--- config.mk ---
export PLATFORM = sky130hd
export DESIGN_NAME = movegen_board_store_flat
export DESIGN_NICKNAME = d
export VERILOG_FILES = /design/src/rtl/movegen_board_store_if.sv /design/src/rtl/movegen_board_store.sv /design/src/flat_wrapper.sv
export SDC_FILE = /design/constraint.sdc
export NUM_CORES = 1
export LEC_CHECK = 0
export CAP_MARGIN = 20
export CORE_UTILIZATION = 25
export CTS_CLUSTER_DIAMETER = 200
export CTS_CLUSTER_SIZE = 14
export DETAILED_ROUTE_END_ITERATION = 10
export PLACE_DENSITY_LB_ADDON = 0.1
export RECOVER_POWER = 100
export SLEW_MARGIN = 40
export SYNTH_ARGS = -nofsm -noshare
export SYNTH_HDL_FRONTEND = slang
export SYNTH_SLANG_ARGS = --single-unit
export TNS_END_PERCENT = 30
--- constraint.sdc ---
create_clock -name clk -period 5.6 [get_ports clk]
set_clock_uncertainty 0.05 [all_clocks]
set_input_delay 1.4 -clock clk [delete_from_list [all_inputs] [get_ports clk]]
set_output_delay 1.4 -clock clk [all_outputs]
set_load 0.1 [all_outputs]
--- src/rtl/movegen_board_store_if.sv ---
// Position-load stream, lookup request/response and status bundle for movegen_board_store.
interface movegen_board_store_if #(
    parameter int unsigned PIECE_W = 4,
    parameter int unsigned NPORTS  = 2,
    parameter int unsigned CNT_W   = 16
);
    logic                        in_pos_valid;
    logic [PIECE_W-1:0]          in_pos_data;
    logic                        in_pos_sop;
    logic [NPORTS-1:0]           lookup_valid;
    logic [8*NPORTS-1:0]         lookup_rankfile;
    logic [NPORTS-1:0]           out_valid;
    logic [PIECE_W*NPORTS-1:0]   out_piece;
    logic [NPORTS-1:0]           out_offboard;
    logic                        pos_commit;
    logic                        pos_loaded;
    logic [CNT_W-1:0]            pos_count;
    logic                        load_err;

    modport master (
        output in_pos_valid, in_pos_data, in_pos_sop, lookup_valid, lookup_rankfile,
        input  out_valid, out_piece, out_offboard, pos_commit, pos_loaded, pos_count, load_err
    );

    modport slave (
        input  in_pos_valid, in_pos_data, in_pos_sop, lookup_valid, lookup_rankfile,
        output out_valid, out_piece, out_offboard, pos_commit, pos_loaded, pos_count, load_err
    );
endinterface

--- src/rtl/movegen_board_store.sv ---
// Double-buffered 8x8 board store: a streamed board loads into the shadow bank and swaps in
// atomically after square 63; independent 1-cycle 0x88 lookup ports read the active bank.
module movegen_board_store #(
    parameter int unsigned PIECE_W = 4,
    parameter int unsigned NPORTS  = 2,
    parameter int unsigned CNT_W   = 16
) (
    input logic                  clk,
    input logic                  rst_n,
    movegen_board_store_if.slave bus
);
    typedef enum logic [1:0] {StIdle, StLoad, StDrain} state_e;

    state_e                     r_state;
    logic [5:0]                 r_idx;
    logic                       r_active;
    logic [PIECE_W-1:0]         r_bank [2][64];
    logic                       r_commit;
    logic                       r_err;
    logic                       r_loaded;
    logic [CNT_W-1:0]           r_count;
    logic [NPORTS-1:0]          r_out_valid;
    logic [NPORTS-1:0]          r_out_off;
    logic [PIECE_W*NPORTS-1:0]  r_out_piece;
    logic                       w_shadow;

    assign w_shadow = ~r_active;

    always_ff @(posedge clk or negedge rst_n) begin
        if (!rst_n) begin
            r_state  <= StIdle;
            r_idx    <= '0;
            r_active <= 1'b0;
            r_commit <= 1'b0;
            r_err    <= 1'b0;
            r_loaded <= 1'b0;
            r_count  <= '0;
            for (int b = 0; b < 2; b++) begin
                for (int s = 0; s < 64; s++) begin
                    r_bank[b][s] <= '0;
                end
            end
        end else begin
            r_commit <= 1'b0;
            r_err    <= 1'b0;
            if (bus.in_pos_valid) begin
                if (bus.in_pos_sop) begin
                    // A sop while loading abandons the partial board; active bank untouched.
                    r_bank[w_shadow][0] <= bus.in_pos_data;
                    r_idx               <= 6'd1;
                    r_state             <= StLoad;
                    if (r_state == StLoad) r_err <= 1'b1;
                end else if (r_state == StLoad) begin
                    r_bank[w_shadow][r_idx] <= bus.in_pos_data;
                    if (r_idx == 6'd63) begin
                        r_active <= ~r_active;
                        r_commit <= 1'b1;
                        r_count  <= r_count + CNT_W'(1);
                        r_loaded <= 1'b1;
                        r_idx    <= '0;
                        r_state  <= StDrain;
                    end else begin
                        r_idx <= r_idx + 6'd1;
                    end
                end else begin
                    r_err <= 1'b1;
                end
            end
        end
    end

    // Reads use the pre-edge r_active, so a lookup on the swap edge sees the old board.
    always_ff @(posedge clk or negedge rst_n) begin
        if (!rst_n) begin
            r_out_valid <= '0;
            r_out_off   <= '0;
            r_out_piece <= '0;
        end else begin
            for (int p = 0; p < NPORTS; p++) begin
                r_out_valid[p] <= bus.lookup_valid[p];
                r_out_off[p]   <= bus.lookup_valid[p] &
                                  (bus.lookup_rankfile[8*p+7] | bus.lookup_rankfile[8*p+3]);
                if (bus.lookup_valid[p] &&
                    !(bus.lookup_rankfile[8*p+7] || bus.lookup_rankfile[8*p+3])) begin
                    r_out_piece[PIECE_W*p +: PIECE_W] <=
                        r_bank[r_active][{bus.lookup_rankfile[8*p+4 +: 3],
                                          bus.lookup_rankfile[8*p +: 3]}];
                end else begin
                    r_out_piece[PIECE_W*p +: PIECE_W] <= '0;
                end
            end
        end
    end

    assign bus.out_valid    = r_out_valid;
    assign bus.out_offboard = r_out_off;
    assign bus.out_piece    = r_out_piece;
    assign bus.pos_commit   = r_commit;
    assign bus.pos_loaded   = r_loaded;
    assign bus.pos_count    = r_count;
    assign bus.load_err     = r_err;
endmodule

--- src/flat_wrapper.sv ---
// flat-port wrapper written by rule: the top's interface ports become plain ports
module movegen_board_store_flat 
#(
    parameter int unsigned PIECE_W = 4,
    parameter int unsigned NPORTS  = 2,
    parameter int unsigned CNT_W   = 16
)
  (clk, rst_n, bus_in_pos_valid, bus_in_pos_data, bus_in_pos_sop, bus_lookup_valid, bus_lookup_rankfile, bus_out_valid, bus_out_piece, bus_out_offboard, bus_pos_commit, bus_pos_loaded, bus_pos_count, bus_load_err);
  movegen_board_store_if #(.PIECE_W(PIECE_W), .NPORTS(NPORTS), .CNT_W(CNT_W)) bus_i ();
  input logic clk;
  input logic rst_n;
  input wire logic [$bits(bus_i.in_pos_valid)-1:0] bus_in_pos_valid;
  input wire logic [$bits(bus_i.in_pos_data)-1:0] bus_in_pos_data;
  input wire logic [$bits(bus_i.in_pos_sop)-1:0] bus_in_pos_sop;
  input wire logic [$bits(bus_i.lookup_valid)-1:0] bus_lookup_valid;
  input wire logic [$bits(bus_i.lookup_rankfile)-1:0] bus_lookup_rankfile;
  output wire logic [$bits(bus_i.out_valid)-1:0] bus_out_valid;
  output wire logic [$bits(bus_i.out_piece)-1:0] bus_out_piece;
  output wire logic [$bits(bus_i.out_offboard)-1:0] bus_out_offboard;
  output wire logic [$bits(bus_i.pos_commit)-1:0] bus_pos_commit;
  output wire logic [$bits(bus_i.pos_loaded)-1:0] bus_pos_loaded;
  output wire logic [$bits(bus_i.pos_count)-1:0] bus_pos_count;
  output wire logic [$bits(bus_i.load_err)-1:0] bus_load_err;
  assign bus_i.in_pos_valid = bus_in_pos_valid;
  assign bus_i.in_pos_data = bus_in_pos_data;
  assign bus_i.in_pos_sop = bus_in_pos_sop;
  assign bus_i.lookup_valid = bus_lookup_valid;
  assign bus_i.lookup_rankfile = bus_lookup_rankfile;
  assign bus_out_valid = bus_i.out_valid;
  assign bus_out_piece = bus_i.out_piece;
  assign bus_out_offboard = bus_i.out_offboard;
  assign bus_pos_commit = bus_i.pos_commit;
  assign bus_pos_loaded = bus_i.pos_loaded;
  assign bus_pos_count = bus_i.pos_count;
  assign bus_load_err = bus_i.load_err;
  movegen_board_store #(.PIECE_W(PIECE_W), .NPORTS(NPORTS), .CNT_W(CNT_W)) u_core (.clk(clk), .rst_n(rst_n), .bus(bus_i));
endmodule
==> job_summary.md, run 1 <==
### Yosys + OpenROAD results

| Metric | Value |
|---|---|
| Status | `complete, but fails checks` |
| Failing checks | `max-capacitance violations, max-slew violations` |
| Number of clock buffers in the layout | `roughly 48` |
| Placed insts | `roughly 3,700` |
| Fp util | `25.30%` |
| Reg-to-reg setup timing slack | `~1.8 ns` |
| Cell Count, Final, Fillers Out | `roughly 3,800` |
| Worst hold start | `u_core.bus.pos_count[15]$_DFFE_PN0P_` |
| DP Area | `approximately 0.032 mm2` |
| Switching Fraction | `about 28%` |
| Yosys warning tally | `0` |
| Critical Path Start Type | `primary input` |
| Vias in the first global route | `between 20,000 and 25,000` |
| DR vias/cell | `5.079` |
| Max Cap Viol | `4` |
| Routed wire length | `107,300 um` |
| CTS clk-pin slew, worst paths | `approximately 0.070 ns` |
| Crit Path Class | `primary input to flop` |
| RSZ-0062 raised after global routing | `no` |
| Worst Setup EP | `u_core.bus.out_piece[3]$_DFF_PN0_` |
| Most used DFF post-synth | `dfrtp_1` |
| CTS buffer count | `approximately 45` |
| Total congestion overflow | `0` |
| Inverters | `7` |
| Crit. End Element | `flop` |
| Final setup TNS | `0 ns` |
| DRT iter0 DRCs | `between 1,000 and 1,500` |
| Metal-1 WL | `between 50,000 and 60,000 um` |
| Root Buffer Master | `clkbuf_16` |
| Slew at the pin with the worst max-slew slack | `roughly 3.6 ns` |
| Cell-internal power | `about 5800 uW` |
| Top Ports | `~57` |
| Slowest CP cell | `clkbuf_1` |
| Largest register FFs | `~510` |
| Bufs and invs on worst path | `2` |
| Clk network pwr share | `a little under two fifths` |
| Max-slew violations | `about 97` |
| Die H | `348.1 um` |
| Final clock-cell share | `under 10%` |
| Seq pwr share | `52.2%` |
| Buffers excl. clock | `between 100 and 150` |
| Setup bufs post-CTS | `0` |
| Post-route DRC | `0` |
| Log Warnings | `35` |
| RR Endpoint | `u_core.r_bank[189]$_DFFE_PN0P_` |
| Mapped Area | `around 0.030 mm2` |
| CP Max Fanout | `21` |
| Core area | `0.1184 mm2` |
| Max Clock Freq | `roughly 200 MHz` |
| Final critical-path share of the clock period | `86.90%` |
| Registers | `about 550` |
| Worst Hold Endpoint | `u_core.bus.pos_count[15]$_DFFE_PN0P_` |
| Via Count | `approximately 19,000` |
| Crit-path cells | `clkbuf_1 -> clkbuf_2 -> mux2i_1 -> o211ai_1 -> a21oi_1 -> o32ai_1` |
| Routed wl met3 | `3263 um` |
| Comb power frac | `a little under a tenth` |
| Max incr delay on CP | `between 1 and 1.5 ns` |
| Pwr per Cell Area | `between 200 and 250 mW/mm2` |
| Final Setup Violations | `0` |
| DR top layer | `met4` |
| Clock insertion delay at the later pin of the skew report | `0.65 ns` |
run 1: power by group through the flow:
stage	Sequential [uW]	Combinational (uW)	Clock (uW)
2_1_floorplan	4240	358	0
3_3_place_gp	4250	763	0
3_5_place_dp	4260	771	0
4_1_cts	4180	772	3220
5_1_grt	4200	803	3320
6_report	4180	751	3070
run 1: synthesized netlist by cell type, types with 9 or more instances:
cell,count,share of area (%)
and3_1,10,0.21
buf_4,20,0.50
a22oi_1,26,0.65
nand2b_1,9,0.19
clkbuf_1,101,1.3
buf_6,15,0.56
xnor2_1,11,0.32
nor2_1,52,0.65
o21ai_0,30,0.50
a211oi_1,12,0.30
nand3_1,22,0.37
nor2b_1,20,0.42
nand2_1,181,2.3
mux2i_1,141,4.7
buf_2,34,0.57
mux4_2,218,16
mux2_2,522,20
dfrtp_1,552,46
nor3_1,15,0.25
a21oi_1,33,0.55
run 1: cells in the final DEF (no fill, tap or decap), drive strengths merged, types with 10 or more instances in the layout:
master,n
dfrtp,552
mux2,530
mux4,218
nand2,181
mux2i,141
clkbuf,92
buf,82
nor2,52
a21oi,33
o21ai,32
a22oi,26
nand3,22
nor3,21
nor2b,20
a211oi,12
xnor2,11
clkdlybuf4s50,11
and3,10
run 1: cell families (layout without fill, tap and decap cells):
| family | count (synthesis) | after routing | share of synthesized area (%) |
|---|---|---|---|
| AOI/OAI and AO/OA | 162 | 162 | 3.660 |
| xor gates and xnor gates | 16 | 16 | 0.4679 |
| adders and majority gates | 3 | 3 | 0.1253 |
| buffers and inverters | 182 | 197 | 3.087 |
| DFF | 552 | 552 | 46.12 |
| muxes | 889 | 889 | 41.03 |
| other | 0 | 4 | 0 |
| and+or+nand+nor | 351 | 351 | 5.506 |
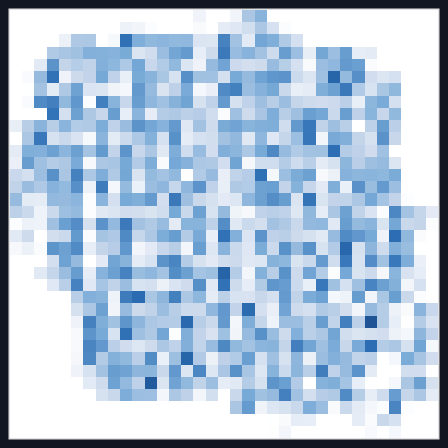
Figure 1: run 1, cell density map.
35 x 35 tiles, from white (low) to dark blue (high), 0 to 100% covered.
tiles over 75% full: 0.90%
mean over tiles: 26%
emptiest ninth of the die: lower left
densest ninth of the die: centre
nearly empty tiles: 24%
fullest tile: 85%

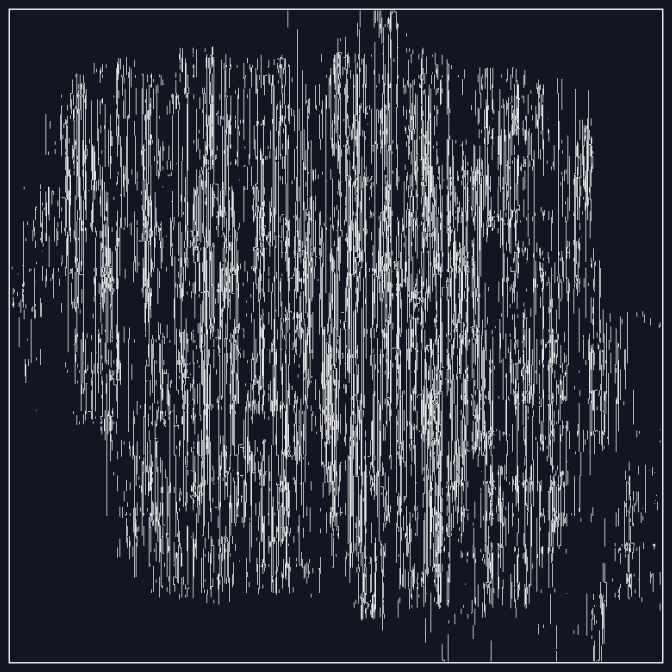
Figure 2: run 1, signal wires on met2.
share of all routed wire: 46%
main direction: vertical
nets with wire on the layer: 1,999
wire length on this layer: 49.6 mm

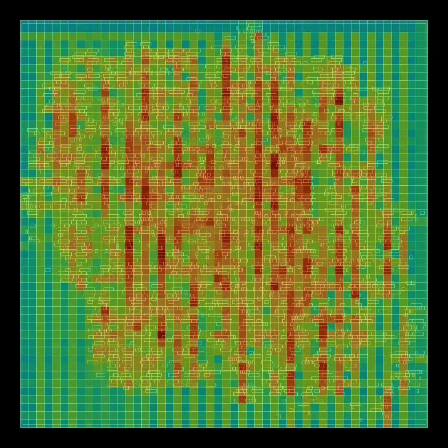
Figure 3: run 1, routing congestion map.
global route hottest layer: met2
GR Util All Layers: 17.84%
met1 usage in global routing: 25.88%
DR WL/cell: 28.42 um
met3 GRT Util: 1.807%

==> run 2: changes to the inputs <==
--- a/config.mk
+++ b/config.mk
@@ -7,9 +7,10 @@
 export LEC_CHECK = 0
 export CAP_MARGIN = 20
 export CORE_UTILIZATION = 25
-export CTS_CLUSTER_DIAMETER = 200
+export CTS_CLUSTER_DIAMETER = 50
 export CTS_CLUSTER_SIZE = 14
 export DETAILED_ROUTE_END_ITERATION = 10
+export GPL_TIMING_DRIVEN = 0
 export PLACE_DENSITY_LB_ADDON = 0.1
 export RECOVER_POWER = 100
 export SLEW_MARGIN = 40
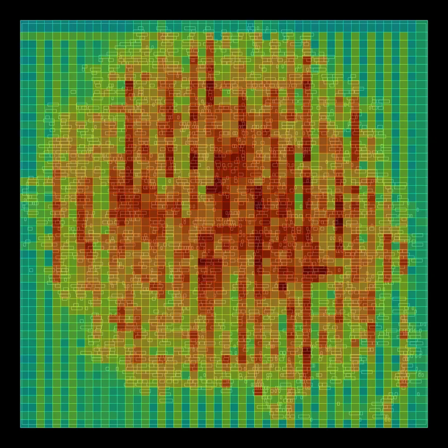
Figure 4: run 2, routing congestion map.
Final Util: 30.65%
met3 GRT Util: 4.583%
GR Util All Layers: 24.40%

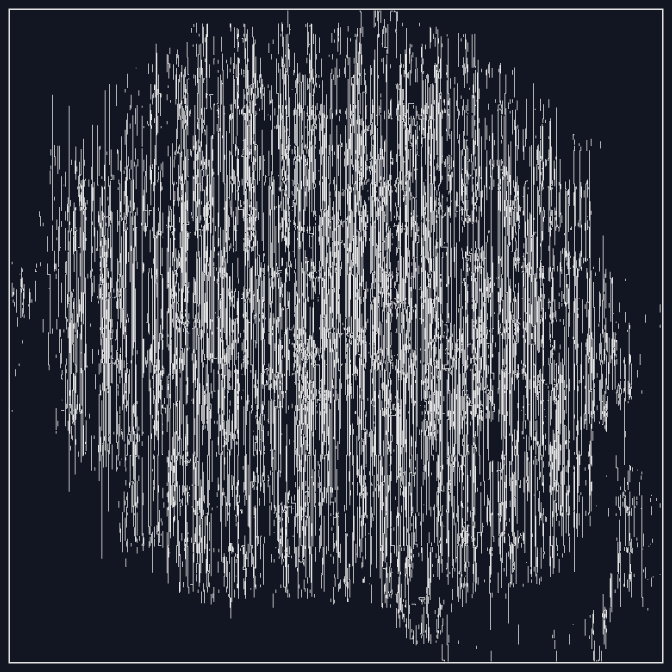
Figure 5: run 2, signal wires on met2.
wire length on this layer: 67.0 mm
nets with wire on the layer: 2,191
longest straight run: 153 um
share of all routed wire: 45%

==> run 2 against run 1 <==
The run still ends with max-capacitance violations, max-slew violations left. Non-clock buffer count is 99 higher. Sequential power barely moved. Area after synthesis is the same. Final area grew 8.8%. Largest power group is now the clock network. Highest routed layer is now met5.
==> job_summary.md, run 2 <==
### Yosys + OpenROAD results

| Metric | Value |
|---|---|
| Status | `complete, but fails checks` |
| Failing checks | `max-capacitance violations, max-slew violations` |
| Slew at the pin with the worst max-slew slack | `3.160 ns (-0.4757 ns)` |
| Mapped Area | `0.02995 mm2 (unchanged)` |
| Top Layout Cells | `552 x dfrtp_1, 521 x mux2_2, 218 x mux4_2` |
| Yosys warning tally | `0 (unchanged)` |
| Complex Gates by Area | `3.660% (unchanged)` |
| Max-slew violations | `47 (-52%)` |
| Total congestion overflow | `0 (unchanged)` |
| Via Count | `21,850 (+14%)` |
| Largest register FFs | `512 (unchanged)` |
| Max Clock Freq | `184.7 MHz (-10%)` |
| Pwr per Cell Area | `326.8 mW/mm2 (+36%)` |
| DP Area | `0.03270 mm2 (+1.4%)` |
| Final critical-path share of the clock period | `96.70% (+9.8 points)` |
| CTS buffer count | `103 (+130%)` |
| Global route hottest layer | `met2` |
| Crit. End Element | `flop` |
| Vias in the first global route | `22,510 (+10%)` |
| Crit-path cells | `clkdlybuf4s50_1 -> buf_4 -> clkbuf_2 -> clkbuf_2 -> clkbuf_2 -> mux2i_1 -> nor2_1 -> nor3_1 -> a21oi_1 -> a32o_1` |
| Routed wire length | `148,000 um (+38%)` |
| Bufs and invs on worst path | `5 (+3)` |
| CTS clk-pin slew, worst paths | `0.05 ns (-0.02 ns)` |
| DRT iter0 DRCs | `2,126 (+75%)` |
| Routed wl met3 | `9409 um (+190%)` |
| Fraction of synthesized cell area taken by the top area cell type | `46.12% (unchanged)` |
| Setup bufs post-CTS | `0 (unchanged)` |
| Top Ports | `57 (unchanged)` |
| Area grow syn2layout | `21.16%` |
| Fa+ha+maj area frac | `0.1253% (unchanged)` |
| Post-route DRC | `0 (unchanged)` |
| Worst Hold Endpoint | `u_core.bus.pos_count[15]$_DFFE_PN0P_` |
| P_leak | `0.01623 uW` |
| Crit path top cell by count | `clkbuf_2` |
| Post-Synth Simple-Gate Area | `5.506% (unchanged)` |
| Slowest CP cell | `clkbuf_2` |
| Fill count | `between 10,000 and 15,000` |
| First-pass GRT wire length | `about 200,000 um` |
| Main logic family | `multiplexers` |
| Fp util | `25.30% (unchanged)` |
| RR Endpoint | `u_core.bus.out_piece[0]$_DFF_PN0_` |
| CP top delay family | `buffers and inverters` |
| Yosys cell count | `approximately 2,200` |
| Max incr delay on CP | `0.70 ns (-0.48 ns)` |
| Final hold violations | `0` |
| FP Rows | `126` |
| Core area | `0.1184 mm2 (unchanged)` |
| Root Buffer Master | `clkbuf_16` |
| Count of cell types in the netlist | `~67` |
| Most used DFF post-synth | `dfrtp_1` |
| Critical Path Start Type | `primary input` |
| Leading area contributor after synthesis | `dfrtp_1` |
| Top-count cell post-synth | `dfrtp_1` |
| Clock insertion delay at the later pin of the skew report | `0.70 ns (+0.05 ns)` |
| Metal-1 WL | `64,090 um (+24%)` |
| Met1 usage in global routing | `32.74% (+6.9 points)` |
| Top cells by area | `dfrtp_1 46%, mux2_2 20%, mux4_2 16%` |
| Top cells by count | `552 x dfrtp_1, 522 x mux2_2, 218 x mux4_2` |
| Max Cap Viol | `1 (-3)` |
| DR WL/cell | `36.89 um (+30%)` |
| Synth mux share | `41.03% (unchanged)` |
| DR top layer | `met5` |
| Commonest Layout Cell | `dfrtp_1` |
| CP Max Fanout | `10 (-52%)` |
| Die H | `348.1 um (unchanged)` |
| Final Setup Violations | `0 (unchanged)` |
| Crit Path Class | `primary input to flop` |
| RSZ-0062 raised after global routing | `no` |
| Reg-to-reg setup timing slack | `0.86 ns (-0.91 ns)` |
| DR vias/cell | `5.444 (+7.2%)` |
| Yosys xor share | `0.4679% (unchanged)` |
[run 2: final cells by class]
cell class                      count  area [um2]  area share (%)
Tap cell                         1600        2002           5.517
Timing Repair Buffer               64       560.5           1.545
Sequential cell                   552       13810           38.07
Buffer                            175       938.4           2.586
Clock buffer                      128        2874           7.920
Antenna cell                        1       2.502        0.006896
Multi-Input combinational cell   1421       15220           41.95
Inverter                            7       26.28         0.07241
Clock inverter                     65       848.3           2.338
[run 2: kinds of logic after synthesis]
logic type	Yosys count
multiplexers	889
flip-flops	552
AND/OR/NAND/NOR	351
buffers and inverters	182
AND-OR/OR-AND	162
XOR/XNOR	16
adder cells (fa/ha/maj)	3
[run 2: per-stage QoR]
stage               std cells  util, %  worst slack, ns  setup TNS, ns  total power (uW)
floorplan                2155        -            1.909              0              4597
global placement         3804    27.40           -23.59              -              5140
detailed placement       3819    27.62          -0.3726         -35.20              5174
CTS                      4012    30.76           0.3419              0             11970
global route             4012    30.65          0.06613              0             12180
finish                   4013    30.65           0.1846              0             11860
[run 2: worst max-delay path by stage]
stage,depth (start not counted),startpoint,endpoint
CTS,11,bus_in_pos_sop,u_core.r_bank[360]$_DFFE_PN0P_
global placement,1,rst_n,u_core.r_bank[39]$_DFFE_PN0P_
floorplan,10,bus_in_pos_sop,u_core.r_bank[373]$_DFFE_PN0P_
finish,10,bus_lookup_rankfile[9],u_core.bus.out_piece[7]$_DFF_PN0_
detailed placement,11,bus_in_pos_sop,u_core.r_bank[363]$_DFFE_PN0P_
global route,11,bus_in_pos_sop,u_core.r_bank[309]$_DFFE_PN0P_
[run 2: power by group]
group          total [uW]  internal (uW)  leakage [uW]  switching [uW]
sequential           4190           4100       0.00765            90.7
clock                6750           4320       0.00181            2430
combinational         921            227       0.00677             694
==> run 3: changes to the inputs <==
--- a/config.mk
+++ b/config.mk
@@ -10,6 +10,7 @@
 export CTS_CLUSTER_DIAMETER = 50
 export CTS_CLUSTER_SIZE = 14
 export DETAILED_ROUTE_END_ITERATION = 10
+export DONT_BUFFER_PORTS = 1
 export GPL_TIMING_DRIVEN = 0
 export PLACE_DENSITY_LB_ADDON = 0.1
 export RECOVER_POWER = 100
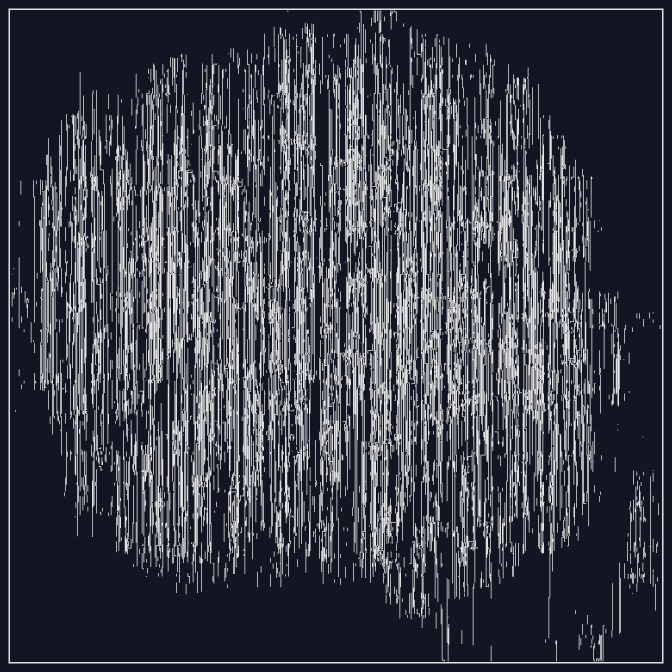
Figure 6: run 3, signal wires on met2.
main direction: vertical
share of all routed wire: 45%

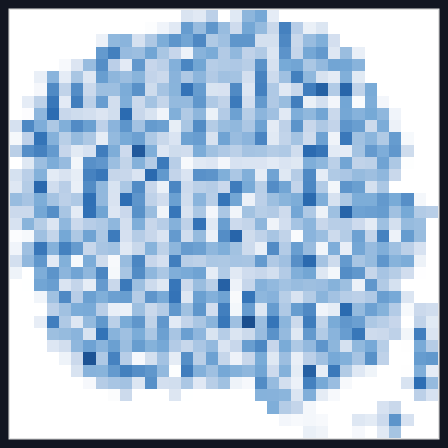
Figure 7: run 3, cell density map.
35 x 35 tiles, from white (low) to dark blue (high), 0 to 100% covered.
fullest tile: 88%
nearly empty tiles: 24%
tiles over 75% full: 1.5%
mean over tiles: 28%

==> run 3 against run 2 <==
First-iteration DRC count decreased by 6.4%. Largest power group unchanged. Sequential share of layout area grew 0.53 points. Critical endpoint is now u_core.bus.out_piece[2]$_DFF_PN0_. Largest cell class unchanged. Worst hold slack lost 0.048 ns. Global-route usage shrank 0.092 points. Highest routed layer unchanged. Power is 1.7% lower. The run still ends with max-capacitance violations, max-slew violations left. Area after synthesis unchanged. Critical path depth unchanged. Flip-flop count unchanged.
==> job_summary.md, run 3 <==
### Yosys + OpenROAD results

| Metric | Value |
|---|---|
| RSZ-0062 raised after global routing | `no` |
| DR vias/cell | `5.445 (about the same)` |
| Crit path top cell by count | `buf_6` |
| Post-Place Worst Slack | `0.04476 ns (+0.4174 ns)` |
| Final hold violations | `0 (unchanged)` |
| Gate Area | `0.01521 mm2 (about the same)` |
| Fill count | `11,890 (+0.025%)` |
| Routed wire length | `147,500 um (-0.38%)` |
| Yosys warning tally | `0 (unchanged)` |
| Area grow syn2layout | `19.49%` |
| Crit-path cells | `buf_6 -> buf_8 -> buf_6 -> clkbuf_1 -> buf_6 -> buf_6 -> mux4_2 -> o21ai_0 -> a21oi_1 -> o32ai_1` |
| Number of clock buffers in the layout | `127 (-0.78%)` |
| Via Count | `21,540 (-1.4%)` |
| Final setup margin | `0.3309 ns (+0.1464 ns)` |
| Antenna viol nets, final | `0` |
| Final Setup Violations | `0 (unchanged)` |
| Failing checks | `max-capacitance violations, max-slew violations` |
| DR WL/cell | `37.27 um (+1.0%)` |
| Bufs and invs on worst path | `6 (+1)` |
| Critical Path Start Type | `flop` |
| Largest register FFs | `512 (unchanged)` |
| Comb area share | `42.50% (+0.56 points)` |
| Top cells by count | `552 x dfrtp_1, 522 x mux2_2, 218 x mux4_2` |
| Max Cap Viol | `5 (+4)` |
| Top cells by area | `dfrtp_1 46%, mux2_2 20%, mux4_2 16%` |
| DRT iter0 DRCs | `1,990 (-6.4%)` |
| GR Util All Layers | `24.31% (-0.092 points)` |
| Vias in the first global route | `22,380 (-0.58%)` |
| Core area | `0.1184 mm2 (unchanged)` |
| Fp util | `25.30% (unchanged)` |
| Mapped Area | `0.02995 mm2 (unchanged)` |
| Clock insertion delay at the later pin of the skew report | `0.67 ns (-0.03 ns)` |
| CP top delay family | `buffers and inverters` |
| Max-slew violations | `148 (+210%)` |
| Crit Path Class | `flop to flop` |
| Slowest CP cell | `clkbuf_1` |
| Reg-to-reg setup timing slack | `0.33 ns (-0.53 ns)` |
| Leading area contributor after synthesis | `dfrtp_1` |
| Pwr per Cell Area | `325.6 mW/mm2 (-0.35%)` |
| Most used DFF post-synth | `dfrtp_1` |
| Root Buffer Master | `clkbuf_16` |
| RR Endpoint | `u_core.bus.out_piece[2]$_DFF_PN0_` |
| CP Max Fanout | `10 (unchanged)` |
| Cell Count, Final, Fillers Out | `3,957 (-1.4%)` |
| Final clock-cell share | `10.10% (-0.16 points)` |
| Top Layout Cells | `552 x dfrtp_1, 521 x mux2_2, 218 x mux4_2` |
| TAP cells | `1,600 (unchanged)` |
| DP Area | `0.03214 mm2 (-1.7%)` |
| Status | `complete, but fails checks` |
| First-pass GRT wire length | `199,900 um (-0.29%)` |
| Top Ports | `57 (unchanged)` |
| Placed insts | `3,759 (-1.6%)` |
| Top-count cell post-synth | `dfrtp_1` |
| Max incr delay on CP | `1.39 ns (+0.69 ns)` |
| Crit. End Element | `flop` |
| CTS clk-pin slew, worst paths | `0.06 ns (about the same)` |
| Multi-input gate count | `1,421 (unchanged)` |
| Inverters | `7 (unchanged)` |
| Fraction of synthesized cell area taken by the top area cell type | `46.12% (unchanged)` |
| Die H | `348.1 um (unchanged)` |
| Final non-clock buffer share | `3.098% (-1.0 points)` |
| ANT cells | `5 (+4)` |
| Sequential cell area share | `38.60% (+0.53 points)` |
| Final Util | `30.23% (-0.42 points)` |
| Reg area | `0.01381 mm2 (unchanged)` |
| Largest class | `combinational gates` |
| Registers | `552 (unchanged)` |
| Total power | `11,650 uW (-1.7%)` |
| Buffers excl. clock | `184 (-23%)` |
| Yosys cell count | `2,155 (unchanged)` |
| Total congestion overflow | `0 (unchanged)` |
| Max Clock Freq | `189.8 MHz (+2.8%)` |
| Seq share, synth | `46.12%` |
| Count of cell types in the netlist | `67 (unchanged)` |
| Slew at the pin with the worst max-slew slack | `3.261 ns (+0.1006 ns)` |
| CTS buffer count | `101 (-1.9%)` |
| Final critical-path share of the clock period | `94.09% (-2.6 points)` |
| Post-route DRC | `0 (unchanged)` |
==> run 3: cell counts after synthesis <==
No cell type changed its count.
==> run 3: routing by layer <==
| metal | share of wire [%] | track usage, % |
|---|---|---|
| met1 | 43 | 32.69 |
| met2 | 45 | 37.99 |
| met3 | 7.2 | 5.185 |
| met4 | 4.1 | 9.530 |
| met5 | 0.068 | 0.4002 |
==> run 3: cell families after synthesis <==
family / after synthesis / share of synthesized area [%]
AOI/OAI and AO/OA: 162 / 3.660
xor gates and xnor gates: 16 / 0.4679
adders and majority gates: 3 / 0.1253
buffers and inverters: 182 / 3.087
DFF: 552 / 46.12
muxes: 889 / 41.03
and+or+nand+nor: 351 / 5.506
==> run 3: worst max-delay path by stage <==
| stage | start | to | slack (ns) | cells after the start |
|---|---|---|---|---|
| floorplan | bus_in_pos_sop | u_core.r_bank[373]$_DFFE_PN0P_ | 1.91 | 10 |
| global placement | bus_lookup_rankfile[0] | u_core.bus.out_piece[2]$_DFF_PN0_ | -0.20 | 7 |
| detailed placement | bus_in_pos_sop | u_core.r_bank[293]$_DFFE_PN0P_ | 0.04 | 10 |
| CTS | bus_in_pos_sop | u_core.r_bank[315]$_DFFE_PN0P_ | 0.77 | 10 |
| global route | u_core.r_active$_DFFE_PN0P_ | u_core.bus.out_piece[6]$_DFF_PN0_ | 0.35 | 10 |
| finish | u_core.r_active$_DFFE_PN0P_ | u_core.bus.out_piece[2]$_DFF_PN0_ | 0.33 | 10 |
==> run 3: power breakdown <==
part | total, uW | internal, uW | switching, uW | leakage, uW
logic | 872 | 208 | 663 | 0.00661
registers | 4210 | 4100 | 111 | 0.00765
clock network | 6570 | 4230 | 2340 | 0.00171

## Gallery

Routed metal, one colour a layer.
picture 1
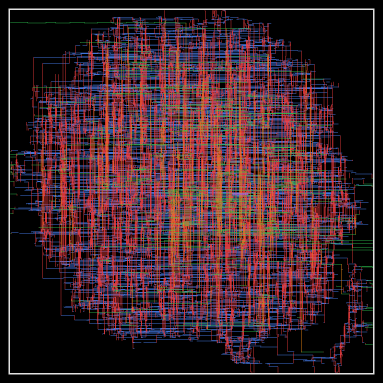
picture 2
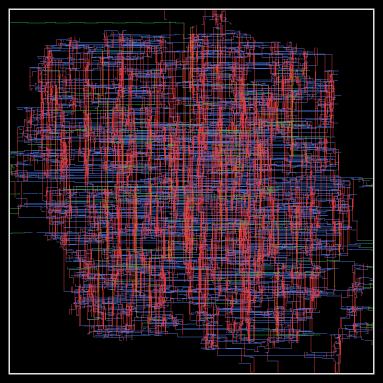
Of these, most wire: picture 1
picture 1: run 2
picture 2: run 1

Power and IR drop assume default switching activity.
